===== src/rtl/timer_cfg_seq.sv =====
// Timer job sequencer: programs period, duty and repeat count into the timer,
// pulses start, then waits for the end indication or a timeout.
module timer_cfg_seq #(
    parameter int              DW        = 16,
    parameter int              START_LEN = 1,
    parameter int              TO_W      = 24,
    parameter logic [TO_W-1:0] TIMEOUT   = 24'd100000
) (
    input  logic          i_clk,
    input  logic          i_rst_n,
    input  logic          i_cmd_valid,
    output logic          o_cmd_ready,
    input  logic [DW-1:0] i_period,
    input  logic [DW-1:0] i_duty,
    input  logic [DW-1:0] i_count,
    input  logic          i_abort,
    input  logic          i_timer_end,
    output logic          o_we,
    output logic [1:0]    o_addr,
    output logic [DW-1:0] o_wdata,
    output logic          o_start,
    output logic          o_busy,
    output logic          o_done,
    output logic          o_err,
    output logic          o_timeout
);

    typedef enum logic [2:0] {
        S_IDLE,
        S_WR_PER,
        S_WR_DUTY,
        S_WR_CNT,
        S_START,
        S_WAIT,
        S_DONE
    } state_t;

    localparam logic [3:0]  START_LAST = 4'(START_LEN - 1);
    localparam logic [TO_W:0] TO_ONE   = {{TO_W{1'b0}}, 1'b1};
    localparam logic [TO_W:0] TO_LAST  = {1'b0, TIMEOUT} - TO_ONE;

    state_t          state_q, state_d;
    logic [DW-1:0]   duty_q, count_q;
    logic [3:0]      start_cnt_q;
    logic [TO_W-1:0] to_cnt_q;
    logic [TO_W:0]   to_next;

    logic            accept, reject, to_hit;
    logic            we_d, start_d, done_d, err_d, timeout_d;
    logic [1:0]      addr_d;
    logic [DW-1:0]   wdata_d;

    // Outputs are registered, so the pulse is raised on the edge where the
    // counter steps onto TIMEOUT-1; the extra bit keeps the compare wrap-free.
    assign to_next = {1'b0, to_cnt_q} + TO_ONE;
    assign to_hit  = (TIMEOUT != '0) && (to_next >= TO_LAST);
    assign accept  = (state_q == S_IDLE) && i_cmd_valid && o_cmd_ready;
    assign reject  = (i_period == '0) || (i_duty > i_period);

    // NOTE: every signal written here gets a default first, so no path can
    // leave one unassigned and infer a latch.
    always_comb begin
        state_d   = state_q;
        err_d     = 1'b0;
        timeout_d = 1'b0;

        case (state_q)
            S_IDLE: begin
                if (accept) begin
                    if (reject) err_d   = 1'b1;
                    else        state_d = S_WR_PER;
                end
            end
            S_WR_PER:  state_d = S_WR_DUTY;
            S_WR_DUTY: state_d = S_WR_CNT;
            S_WR_CNT:  state_d = S_START;
            S_START: begin
                if (start_cnt_q == START_LAST) state_d = S_WAIT;
            end
            S_WAIT: begin
                if (i_timer_end) begin
                    state_d = S_DONE;
                end else if (to_hit) begin
                    state_d   = S_IDLE;
                    timeout_d = 1'b1;
                end
            end
            S_DONE:    state_d = S_IDLE;
            default:   state_d = S_IDLE;
        endcase

        if (i_abort && (state_q != S_IDLE)) begin
            state_d   = S_IDLE;
            timeout_d = 1'b0;
        end

        // Registered outputs follow the state being entered.
        we_d    = 1'b0;
        addr_d  = 2'd0;
        wdata_d = '0;
        case (state_d)
            S_WR_PER: begin
                // Entered only from an accept, so the period comes straight
                // off the request bus; o_wdata itself is its shadow copy.
                we_d    = 1'b1;
                wdata_d = i_period;
            end
            S_WR_DUTY: begin
                we_d    = 1'b1;
                addr_d  = 2'd1;
                wdata_d = duty_q;
            end
            S_WR_CNT: begin
                we_d    = 1'b1;
                addr_d  = 2'd2;
                wdata_d = count_q;
            end
            default: ;
        endcase
        start_d = (state_d == S_START);
        done_d  = (state_d == S_DONE);
    end

    // NOTE: sequential state uses non-blocking assignments so every register
    // samples the pre-edge values regardless of statement order.
    always_ff @(posedge i_clk or negedge i_rst_n) begin
        if (!i_rst_n) begin
            state_q     <= S_IDLE;
            duty_q      <= '0;
            count_q     <= '0;
            start_cnt_q <= '0;
            to_cnt_q    <= '0;
            o_cmd_ready <= 1'b1;
            o_busy      <= 1'b0;
            o_we        <= 1'b0;
            o_addr      <= 2'd0;
            o_wdata     <= '0;
            o_start     <= 1'b0;
            o_done      <= 1'b0;
            o_err       <= 1'b0;
            o_timeout   <= 1'b0;
        end else begin
            state_q <= state_d;

            if (accept) begin
                duty_q  <= i_duty;
                count_q <= i_count;
            end

            if ((state_q == S_START) && (state_d == S_START))
                start_cnt_q <= start_cnt_q + 4'd1;
            else
                start_cnt_q <= '0;

            // Saturates at all-ones rather than wrapping back to zero.
            if ((state_q == S_WAIT) && (state_d == S_WAIT)) begin
                if (!to_next[TO_W]) to_cnt_q <= to_next[TO_W-1:0];
            end else begin
                to_cnt_q <= '0;
            end

            o_cmd_ready <= (state_d == S_IDLE);
            o_busy      <= (state_d != S_IDLE);
            o_we        <= we_d;
            o_addr      <= addr_d;
            o_wdata     <= wdata_d;
            o_start     <= start_d;
            o_done      <= done_d;
            o_err       <= err_d;
            o_timeout   <= timeout_d;
        end
    end

endmodule


===== config.mk =====
export PLATFORM = sky130hd
export DESIGN_NAME = timer_cfg_seq
export DESIGN_NICKNAME = d
export VERILOG_FILES = /design/src/rtl/timer_cfg_seq.sv
export SDC_FILE = /design/constraint.sdc
export NUM_CORES = 1
export LEC_CHECK = 0
export CORE_MARGIN = 10
export CORE_UTILIZATION = 38
export CTS_BUF_LIST = sky130_fd_sc_hd__clkbuf_8
export CTS_CLUSTER_DIAMETER = 30
export DETAILED_ROUTE_END_ITERATION = 16
export GPL_ROUTABILITY_DRIVEN = 0
export PLACE_DENSITY_LB_ADDON = 0.1
export SLEW_MARGIN = 20
export SYNTH_ARGS = -nofsm -noshare
export SYNTH_HDL_FRONTEND = slang
export SYNTH_SLANG_ARGS = --single-unit
export TNS_END_PERCENT = 100

===== constraint.sdc =====
create_clock -name i_clk -period 8.1 [get_ports i_clk]
set_clock_uncertainty 0.1 [all_clocks]
set_input_delay 1.62 -clock i_clk [delete_from_list [all_inputs] [get_ports i_clk]]
set_output_delay 1.62 -clock i_clk [all_outputs]
set_load 0.02 [all_outputs]

==> out/README.md, run 1 <==
| Quantity | Reported | Unit |
|:---|:---|:---|
| Simple-Gate Area Share | 14.5 | % |
| Insertion delay to the later sink of the worst-skew pair | 0.37 | ns |
| Yosys top cell by area | sky130_fd_sc_hd__dfrtp_1 | - |
| Kind of capture point of the worst setup path | flop | - |
| Clock-pin transition on the worst setup and hold timing paths | 0.08 | ns |
| Arrival @ worst endpoint | 4.51 | ns |
| Status | completed | - |
| Setup repair after global routing missed its margin | no | - |
| Count of synthesis-stage warnings from yosys | 0 | - |
| Number of fill cells in the layout | 1087 | - |
| Synthesized area per cell | 10.8 | µm² |
| Clk root buf | sky130_fd_sc_hd__clkbuf_8 | - |
| DR iter-0 viols | 103 | - |
| Final cycle utilization of the critical path | 53.7 | % |
| Net switching power of the design | 0.000429 | W |
| Total number of warnings across the stage logs | 28 | - |
| RR Endpoint | o_busy | - |
| Routing usage on met2 | 21.3 | % |
| Sequential fraction of the synthesis area | 50.0 | % |
| Instance area after placement | 5330 | µm² |
| Measured slew at the worst slew-check pin | 0.840 | ns |
| Max stage delay on crit path | 0.54 | ns |
| Worst Min Path Start | duty_q[2] | - |
| Most utilized layer in the global route result | met2 | - |
| Met3 wire length | 618 | µm |
| Number of buffers outside the clock class in the layout | 79 | - |
| N_taps | 143 | - |
| Highest Signal Layer | met4 | - |
| Clk_buf instances | 10 | - |
| Yosys synthesis chip area | 4400 | µm² |
| TritonRoute pass-1 iters | 4 | - |
| Final cell count without fillers | 634 | - |
| Pre-CTS setup slack | 3.32 | ns |
| Relative contribution of sequential cells to total power | 46.5 | % |
| Count of placed standard cells including taps | 620 | - |
| P_seq | 0.000639 | W |
| Cell area after layout | 5520 | µm² |
| Antenna diode instance count | 0 | - |
| Worst Hold Margin | 0.403 | ns |
| Pwr dens | 249 | nW/µm² |
| Std-Cell Core Area | 11400 | µm² |
| Cell variety after synth | 55 | - |
| Max-capacitance violation count | 0 | - |
| Combinational share of cell area | 37.5 | % |
| Pin count of the biggest net entering global routing | 89 | - |
| Commonest cells after routing, fill and taps aside | sky130_fd_sc_hd__dfrtp_1, sky130_fd_sc_hd__clkdlybuf4s50_1, sky130_fd_sc_hd__mux2_2 | - |
| Largest logic family | simple AND/OR/NAND/NOR gates | - |
| Number of antenna-violating nets in the routed design | 0 | - |
| Minimum setup slack among reg-to-reg paths | 4.83 | ns |
| Number of instances on the worst hold path | 2 | - |
| Clock Network Area Fraction | 3.36 | % |
| Die Width | 128 | µm |
| Buffers & Inverters on Critical Path | 2 | - |
| Number of antenna violations at the first check in global routing | 0 | - |
| Standard-cell rows | 39 | - |
| Critical Path Sink | o_busy | - |
| Ys cells | 408 | - |
| Hold-fix buffers, CTS | 0 | - |
| Vias per cell | 5.22 | - |
| Total number of multi-input combinational cells | 285 | - |
| Clock group total power | 0.000299 | W |
| Leakage power | 2.30 | nW |
| Post-CTS setup buffers | 0 | - |
| Count of input and output buffers | 77 | - |
| Pint | 0.000945 | W |
| Top_reg_cell synth | sky130_fd_sc_hd__dfrtp_1 | - |
| Part of the total power dissipated in combinational logic | 31.7 | % |
| Die span in y | 128 | µm |
| Buffer share of cell area | 14.3 | % |
| Cell depth of the worst flop-to-flop path | 9 | - |
| Slowest cell on the critical path | sky130_fd_sc_hd__or4_1 | - |
| Via count of the first global-routing pass | 3526 | - |
| Top achievable clock speed | 230 | MHz |
| Sequential fraction of total cell area | 39.9 | % |
| TritonCTS clock tree | done | - |
| Netlist area before placement | 4400 | µm² |
| Via total after detailed routing | 3311 | - |
| Total met2 wirelength after detailed routing | 5.03 | mm |
| Flip-flop count of the largest register, all copies and words added | 24 | - |
| Top cell excl fill/tap | sky130_fd_sc_hd__dfrtp_1 | - |
| Smallest setup slack after layout | 3.75 | ns |
| Cell area leaders | sky130_fd_sc_hd__dfrtp_1, sky130_fd_sc_hd__mux2_2, sky130_fd_sc_hd__ha_1 | - |
| XOR/XNOR share of the synthesized area | 4.38 | % |
| Final Total Pwr | 0.00137 | W |
| DRC errors left | 0 | - |
| Launch instance of the worst register-to-register path | to_cnt_q[0] | - |
| Category of the critical setup timing path | input port to flop | - |
| Post-synthesis register bit count | 88 | - |
| Top power group | sequential cells | - |
| Total die area | 16300 | µm² |
| Worst ir drop on vdd | 0.136 | mV |
| Maximum fanout along the worst path | 16 | - |
| Kind of start point of the critical path | input port | - |
| Rel. slew slack | 43.8 | % |
| Final HPWL from detailed placement | 7.76 | mm |
| Final hold violations | 0 | - |
| Wire length of the first global-routing pass | 17.4 | mm |
| Synth-to-layout area growth | 25.3 | % |
| Number of clock sinks | 88 | - |
| Post-synth ARST share | 100 | % |
| Number of logic stages on the critical path including buffering | 11 | - |
| Instance count of the mapped netlist | 408 | - |
| Residual overflow from global routing | 0 | - |
| Count of endpoints failing setup in the final report | 0 | - |
| Top cell types by occurrence after synthesis | sky130_fd_sc_hd__dfrtp_1, sky130_fd_sc_hd__mux2_2, sky130_fd_sc_hd__inv_1 | - |
==> run_1/layer_met3.png <==
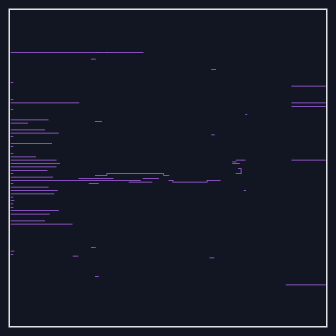
The layer holds 5.8% of the routed length. The longest straight run is 52.2 µm. The wires run mostly horizontal. The layer carries 618 µm of wire.

==> run_1/io_fan.png <==
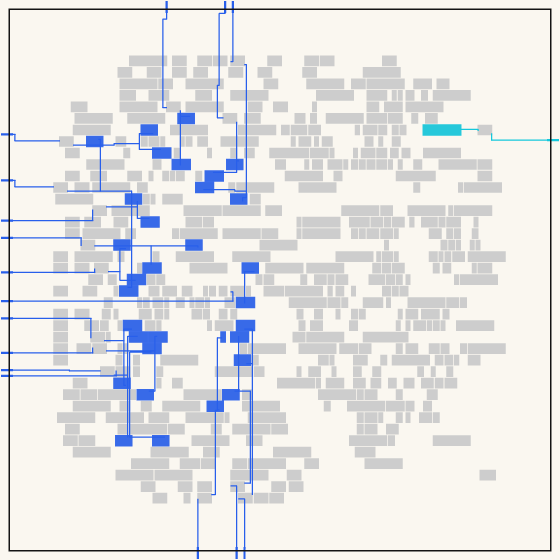
Key: i_duty = blue [bits 16, direction input, end cells 32, buffers 16, wire 793 µm]; o_we = cyan [bits 1, direction output, end cells 1, buffers 1, wire 19.6 µm]

==> run_1/metal_density.png <==
The die is cut into 26 by 26 equal tiles; black is low, pale yellow is high, scaled to the fullest tile. Values are wire area over tile area, all layers added.
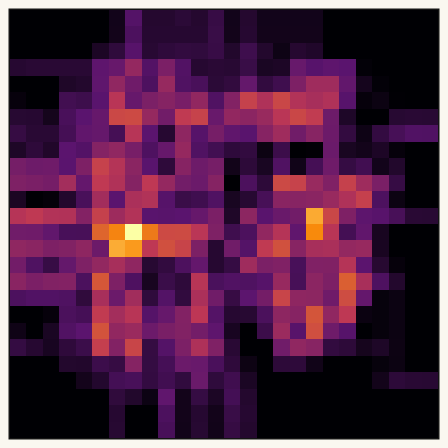
The fullest tile reaches 0.54. 6.5% of the tiles are over half the peak. The mean over all tiles is 0.10. The emptiest ninth of the die: lower right. 27% of the tiles are nearly empty.

==> run_1/placement.png <==
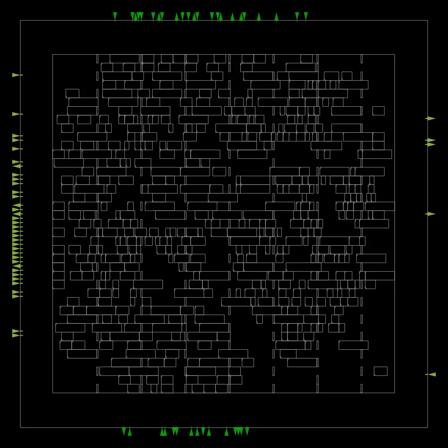
utilization after layout: 48.5%
registers: 88

--- run 2 (diff from run 1) ---
- clock period: 8.1 -> 3.5 ns (I/O delays scaled with it)
==> run_2/io_fan.png <==
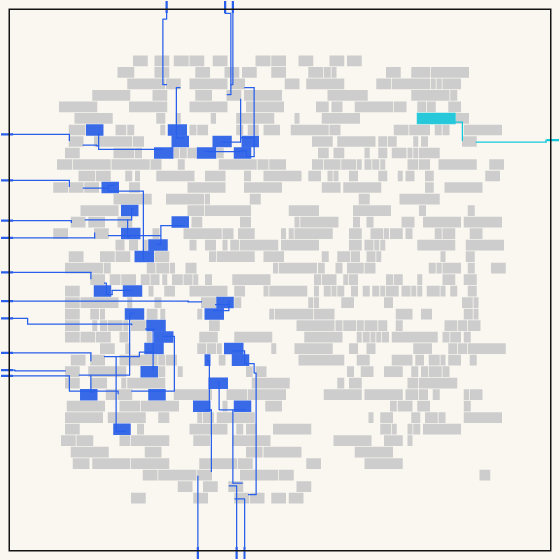
Key: o_we = cyan [bits 1, direction output, end cells 1, buffers 1, wire 24.0 µm]; i_duty = blue [bits 16, direction input, end cells 32, buffers 16, wire 717 µm]

==> run 2 against run 1 <==
  * Count of clock-buffer cells in the layout stayed put
  * Non-clock buffer count is 8 higher
  * Final cell count grew 1.4%
  * Global-route usage grew 0.77 points
  * Combinational power rose by 140%
  * Critical path type unchanged
  * Synthesized area is the same
  * Setup slack worse by 3.3 ns
  * Flip-flop count unchanged
  * Final area up 2.2%
==> out/README.md, run 2 <==
| Quantity | Reported | Unit | vs previous |
|:---|:---|:---|:---|
| Status | completed | - |  |
| Ys cells | 408 | - | unchanged |
| Post-CTS setup buffers | 0 | - | unchanged |
| Count of placed standard cells including taps | 628 | - | +1.3% |
| Cell depth of the worst flop-to-flop path | 9 | - | unchanged |
| Count of input and output buffers | 77 | - | unchanged |
| Wire length of the first global-routing pass | 18.5 | mm | +6.0% |
| Arrival @ worst endpoint | 3.23 | ns | -1.28 ns |
| Clk root buf | sky130_fd_sc_hd__clkbuf_8 | - |  |
| P_seq | 0.00148 | W | +130% |
| Clk_buf instances | 10 | - | unchanged |
| Standard-cell rows | 39 | - | unchanged |
| DR iter-0 viols | 187 | - | +82% |
| Sequential fraction of total cell area | 39.1 | % | -0.84 points |
| Met3 wire length | 656 | µm | +6.1% |
| Commonest cells after routing, fill and taps aside | sky130_fd_sc_hd__dfrtp_1, sky130_fd_sc_hd__clkdlybuf4s50_1, sky130_fd_sc_hd__mux2_2 | - |  |
| Largest logic family | simple AND/OR/NAND/NOR gates | - |  |
| Netlist area before placement | 4400 | µm² | unchanged |
| Routing usage on met2 | 23.5 | % | +2.2 points |
| Setup repair after global routing missed its margin | no | - |  |
| Vias per cell | 5.25 | - | +0.57% |
| Top_reg_cell synth | sky130_fd_sc_hd__dfrtp_1 | - |  |
| TritonCTS clock tree | done | - |  |
| RR Endpoint | o_busy | - |  |
| Final Total Pwr | 0.00336 | W | +140% |
| Number of clock sinks | 88 | - | unchanged |
| Clock group total power | 0.000843 | W | +180% |
| Instance count of the mapped netlist | 408 | - | unchanged |
| Maximum fanout along the worst path | 7 | - | -9 |
| Measured slew at the worst slew-check pin | 0.686 | ns | -0.154 ns |
| Highest Signal Layer | met4 | - |  |
| Top power group | sequential cells | - |  |
| Number of logic stages on the critical path including buffering | 12 | - | +1 |
| Slowest cell on the critical path | sky130_fd_sc_hd__or4_1 | - |  |
| Relative contribution of sequential cells to total power | 44.1 | % | -2.4 points |
| Synthesized area per cell | 10.8 | µm² | unchanged |
| Smallest setup slack after layout | 0.424 | ns | -3.32 ns |
| Utilization after layout | 49.6 | % | +1.0 points |
| Critical Path Sink | start_cnt_q[1] | - |  |
| Cell area leaders | sky130_fd_sc_hd__dfrtp_1, sky130_fd_sc_hd__mux2_2, sky130_fd_sc_hd__ha_1 | - |  |
| Worst Hold Margin | 0.275 | ns | -0.128 ns |
| Final HPWL from detailed placement | 8.11 | mm | +4.5% |
| Yosys synthesis chip area | 4400 | µm² | unchanged |
| DRC errors left | 0 | - | unchanged |
| Via total after detailed routing | 3377 | - | +2.0% |
| XOR/XNOR share of the synthesized area | 4.38 | % | unchanged |
| N_taps | 143 | - | unchanged |
| Post-synth ARST share | 100 | % | unchanged |
| Antenna diode instance count | 0 | - | unchanged |
| Top cell types by occurrence after synthesis | sky130_fd_sc_hd__dfrtp_1, sky130_fd_sc_hd__mux2_2, sky130_fd_sc_hd__inv_1 | - |  |
| Worst ir drop on vdd | 0.334 | mV | +150% |
| Top achievable clock speed | 325 | MHz |  |
| Max stage delay on crit path | 0.52 | ns | -0.02 ns |
| Launch instance of the worst register-to-register path | to_cnt_q[0] | - |  |
| Final cycle utilization of the critical path | 87.9 | % |  |
| Category of the critical setup timing path | input port to flop | - |  |
| Via count of the first global-routing pass | 3631 | - | +3.0% |
| TritonRoute pass-1 iters | 4 | - | unchanged |
| Flip-flop count of the largest register, all copies and words added | 24 | - | unchanged |
| Final cell count without fillers | 643 | - | +1.4% |
| Instance area after placement | 5400 | µm² | +1.4% |
| Combinational share of cell area | 36.7 | % | -0.79 points |
| Number of antenna violations at the first check in global routing | 0 | - | unchanged |
| Insertion delay to the later sink of the worst-skew pair | 0.36 | ns | about the same |
| Cell variety after synth | 55 | - | unchanged |
| Synth-to-layout area growth | 28.0 | % |  |
| Number of buffers outside the clock class in the layout | 87 | - | +10% |
| Buffers & Inverters on Critical Path | 3 | - | +1 |
| Registers | 88 | - | unchanged |
| Clock-pin transition on the worst setup and hold timing paths | 0.09 | ns | about the same |
| Rel. slew slack | 54.2 | % | +10 points |
| Pre-CTS setup slack | 0.0639 | ns | -3.25 ns |
| Total number of multi-input combinational cells | 285 | - | unchanged |
| Max-capacitance violation count | 0 | - | unchanged |
| Minimum setup slack among reg-to-reg paths | 0.50 | ns | -4.33 ns |
| Net switching power of the design | 0.00101 | W | +130% |
| Most utilized layer in the global route result | met2 | - |  |
| Pwr dens | 596 | nW/µm² | +140% |
| Hold-fix buffers, CTS | 0 | - | unchanged |
| Top cell excl fill/tap | sky130_fd_sc_hd__dfrtp_1 | - |  |
| Std-Cell Core Area | 11400 | µm² | unchanged |
| Total met2 wirelength after detailed routing | 5.44 | mm | +8.1% |
| Simple-Gate Area Share | 14.5 | % | unchanged |
| Residual overflow from global routing | 0 | - | unchanged |
| Cell area after layout | 5640 | µm² | +2.2% |
| Leakage power | 2.36 | nW | +2.9% |
| Kind of capture point of the worst setup path | flop | - |  |
--- run 3 (diff from run 2) ---
- SETUP_SLACK_MARGIN: not set -> 0.15
==> run_3/layer_met3.png <==
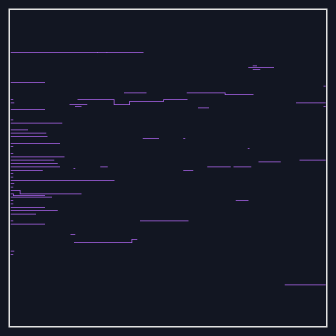
The layer holds 6.0% of the routed length. The wires run mostly horizontal.

==> run 3 against run 2 <==
  * Clock power barely moved
  * Routed wire length unchanged
  * Critical path type unchanged
  * Largest power group unchanged
  * Largest cell class unchanged
  * Final cell count did not move
  * Worst hold slack unchanged
  * Total power stayed put
==> out/README.md, run 3 <==
| Quantity | Reported | Unit | vs previous |
|:---|:---|:---|:---|
| Top achievable clock speed | 325 | MHz | unchanged |
| Final cycle utilization of the critical path | 87.9 | % | unchanged |
| Top cell excl fill/tap | sky130_fd_sc_hd__dfrtp_1 | - |  |
| TritonRoute pass-1 iters | 4 | - | unchanged |
| Total met2 wirelength after detailed routing | 5.44 | mm | unchanged |
| Met3 wire length | 656 | µm | unchanged |
| Category of the critical setup timing path | input port to flop | - |  |
| Max stage delay on crit path | 0.52 | ns | about the same |
| Number of clock sinks | 88 | - | unchanged |
| Yosys synthesis chip area | 4400 | µm² | unchanged |
| Cell area after layout | 5640 | µm² | unchanged |
| TritonCTS clock tree | done | - |  |
| Cell area leaders | sky130_fd_sc_hd__dfrtp_1, sky130_fd_sc_hd__mux2_2, sky130_fd_sc_hd__ha_1 | - |  |
| Wirelength per Cell | 17.0 | µm |  |
| Top cell types by occurrence after synthesis | sky130_fd_sc_hd__dfrtp_1, sky130_fd_sc_hd__mux2_2, sky130_fd_sc_hd__inv_1 | - |  |
| Insertion delay to the later sink of the worst-skew pair | 0.36 | ns | about the same |
| Minimum setup slack among reg-to-reg paths | 0.50 | ns | about the same |
| Die span in y | 128 | µm |  |
| Number of antenna-violating nets in the routed design | 0 | - |  |
| Top_reg_cell synth | sky130_fd_sc_hd__dfrtp_1 | - |  |
| Smallest setup slack after layout | 0.424 | ns | unchanged |
| Boundary Pins | 78 | - |  |
| Count of endpoints failing setup in the final report | 0 | - |  |
| Number of antenna violations at the first check in global routing | 0 | - | unchanged |
| Synthesized area per cell | 10.8 | µm² | unchanged |
| Top power group | sequential cells | - |  |
| Final #Nets | 569 | - |  |
| Relative contribution of sequential cells to total power | 44.1 | % | about the same |
| Kind of capture point of the worst setup path | flop | - |  |
| Standard-cell rows | 39 | - | unchanged |
| Count of placed standard cells including taps | 628 | - | unchanged |
| Buffers & Inverters on Critical Path | 3 | - | unchanged |
| Netlist area before placement | 4400 | µm² | unchanged |
| Slowest cell on the critical path | sky130_fd_sc_hd__or4_1 | - |  |
| Minimum clock period after layout | 3.08 | ns |  |
| Switching Fraction | 29.9 | % |  |
| Launch instance of the worst register-to-register path | to_cnt_q[0] | - |  |
| Cell depth of the worst flop-to-flop path | 9 | - | unchanged |
| Clk_buf instances | 10 | - | unchanged |
| Overall global routing resource usage | 14.1 | % |  |
| XOR/XNOR share of the synthesized area | 4.38 | % | unchanged |
| Instance count of the mapped netlist | 408 | - | unchanged |
| Wire length of the first global-routing pass | 18.5 | mm | unchanged |
| Final Total Pwr | 0.00336 | W | unchanged |
| Post-CTS setup buffers | 0 | - | unchanged |
| Hold-fix buffers, CTS | 0 | - | unchanged |
| Clock group total power | 0.000843 | W | about the same |
| Registers | 88 | - | unchanged |
| TritonCTS Buffers | 9 | - |  |
| Post-Synth AOI/OAI Area | 13.4 | % |  |
| Most utilized layer in the global route result | met2 | - |  |
| Pwr dens | 596 | nW/µm² | unchanged |
| Total number of multi-input combinational cells | 285 | - | unchanged |
| Number of buffers outside the clock class in the layout | 87 | - | unchanged |
| DR iter-0 viols | 187 | - | unchanged |
| Pre-CTS setup slack | 0.0639 | ns | unchanged |
| Wire length after detailed routing | 11.0 | mm |  |
| Clock Network Area Fraction | 4.17 | % |  |
| Most common cell in the netlist | sky130_fd_sc_hd__dfrtp_1 | - |  |
| P_seq | 0.00148 | W | about the same |
| Measured slew at the worst slew-check pin | 0.686 | ns | unchanged |
| N_taps | 143 | - | unchanged |
| DRC errors left | 0 | - | unchanged |
| Die Width | 128 | µm |  |
| Number of levels in the clock H-tree | 3 | - |  |
| Rel. slew slack | 54.2 | % | unchanged |
| Combinational share of cell area | 36.7 | % | unchanged |
| Via total after detailed routing | 3377 | - | unchanged |
| Path category of the worst min-delay check | input port to asynchronous set/reset pin | - |  |
| Number of fill cells in the layout | 1069 | - |  |
| Share of post-route cells with drive strength above 1 | 13.6 | % |  |
| Setup repair after global routing missed its margin | no | - |  |
| Sequential fraction of total cell area | 39.1 | % | unchanged |
| Via count of the first global-routing pass | 3631 | - | unchanged |
| Wire length the detailed router placed on met1 | 4.75 | mm |  |
| Simple-Gate Area Share | 14.5 | % | unchanged |
| Clock-pin transition on the worst setup and hold timing paths | 0.09 | ns | about the same |
| RR Endpoint | o_busy | - |  |
| Worst Hold Margin | 0.275 | ns | unchanged |
| Residual overflow from global routing | 0 | - | unchanged |
| Register ranked first by flip-flop count | to_cnt_q | - |  |
| Count of input and output buffers | 77 | - | unchanged |
| Worst ir drop on vdd | 0.334 | mV | unchanged |
| Max-capacitance violation count | 0 | - | unchanged |
| Status | completed | - |  |
| Total number of warnings across the stage logs | 28 | - |  |
| Vias per cell | 5.25 | - | unchanged |
| GR Util met3 | 5.83 | % |  |
| Cell-by-cell trace of the critical path | clkdlybuf4s50_1 -> inv_1 -> ha_1 -> nand4_1 -> or4_1 -> a21oi_1 -> o31ai_1 -> nand2_1 -> o2bb2ai_1 -> nand2_4 -> buf_4 -> nor4b_1 | - |  |
| Critical Path Sink | start_cnt_q[1] | - |  |
| Cell variety after synth | 55 | - | unchanged |
| Commonest cells after routing, fill and taps aside | sky130_fd_sc_hd__dfrtp_1, sky130_fd_sc_hd__clkdlybuf4s50_1, sky130_fd_sc_hd__mux2_2 | - |  |
| Final HPWL from detailed placement | 8.11 | mm | unchanged |
| Max Buffers Root-to-Sink | 2 | - |  |
| Maximum fanout along the worst path | 7 | - | unchanged |
| Max-slew violation total from the final report | 0 | - |  |
| Kind of start point of the critical path | input port | - |  |
| Net switching power of the design | 0.00101 | W | unchanged |
| Worst path required time | 3.66 | ns |  |
| Met1 track demand over resource | 16.3 | % |  |
| Highest Signal Layer | met4 | - |  |
| Post-synth ARST share | 100 | % | unchanged |
| Clk root buf | sky130_fd_sc_hd__clkbuf_8 | - |  |
| Cell type group with the largest total delay on the critical path | simple AND/OR/NAND/NOR gates | - |  |
| Ys cells | 408 | - | unchanged |
| Std-Cell Core Area | 11400 | µm² | unchanged |
| Instance area after placement | 5400 | µm² | unchanged |
| Utilization after layout | 49.6 | % | unchanged |
| Final cell count without fillers | 643 | - | unchanged |
| Leakage power | 2.36 | nW | unchanged |
| Flip-flop count of the largest register, all copies and words added | 24 | - | unchanged |
| Number of logic stages on the critical path including buffering | 12 | - | unchanged |
| Antenna diode instance count | 0 | - | unchanged |
| Largest logic family | simple AND/OR/NAND/NOR gates | - |  |
| Synth-to-layout area growth | 28.0 | % | unchanged |
| Arrival @ worst endpoint | 3.23 | ns | about the same |
| Routing usage on met2 | 23.5 | % | unchanged |
| Pin count of the biggest net entering global routing | 53 | - |  |
Power and IR drop assume default switching activity.
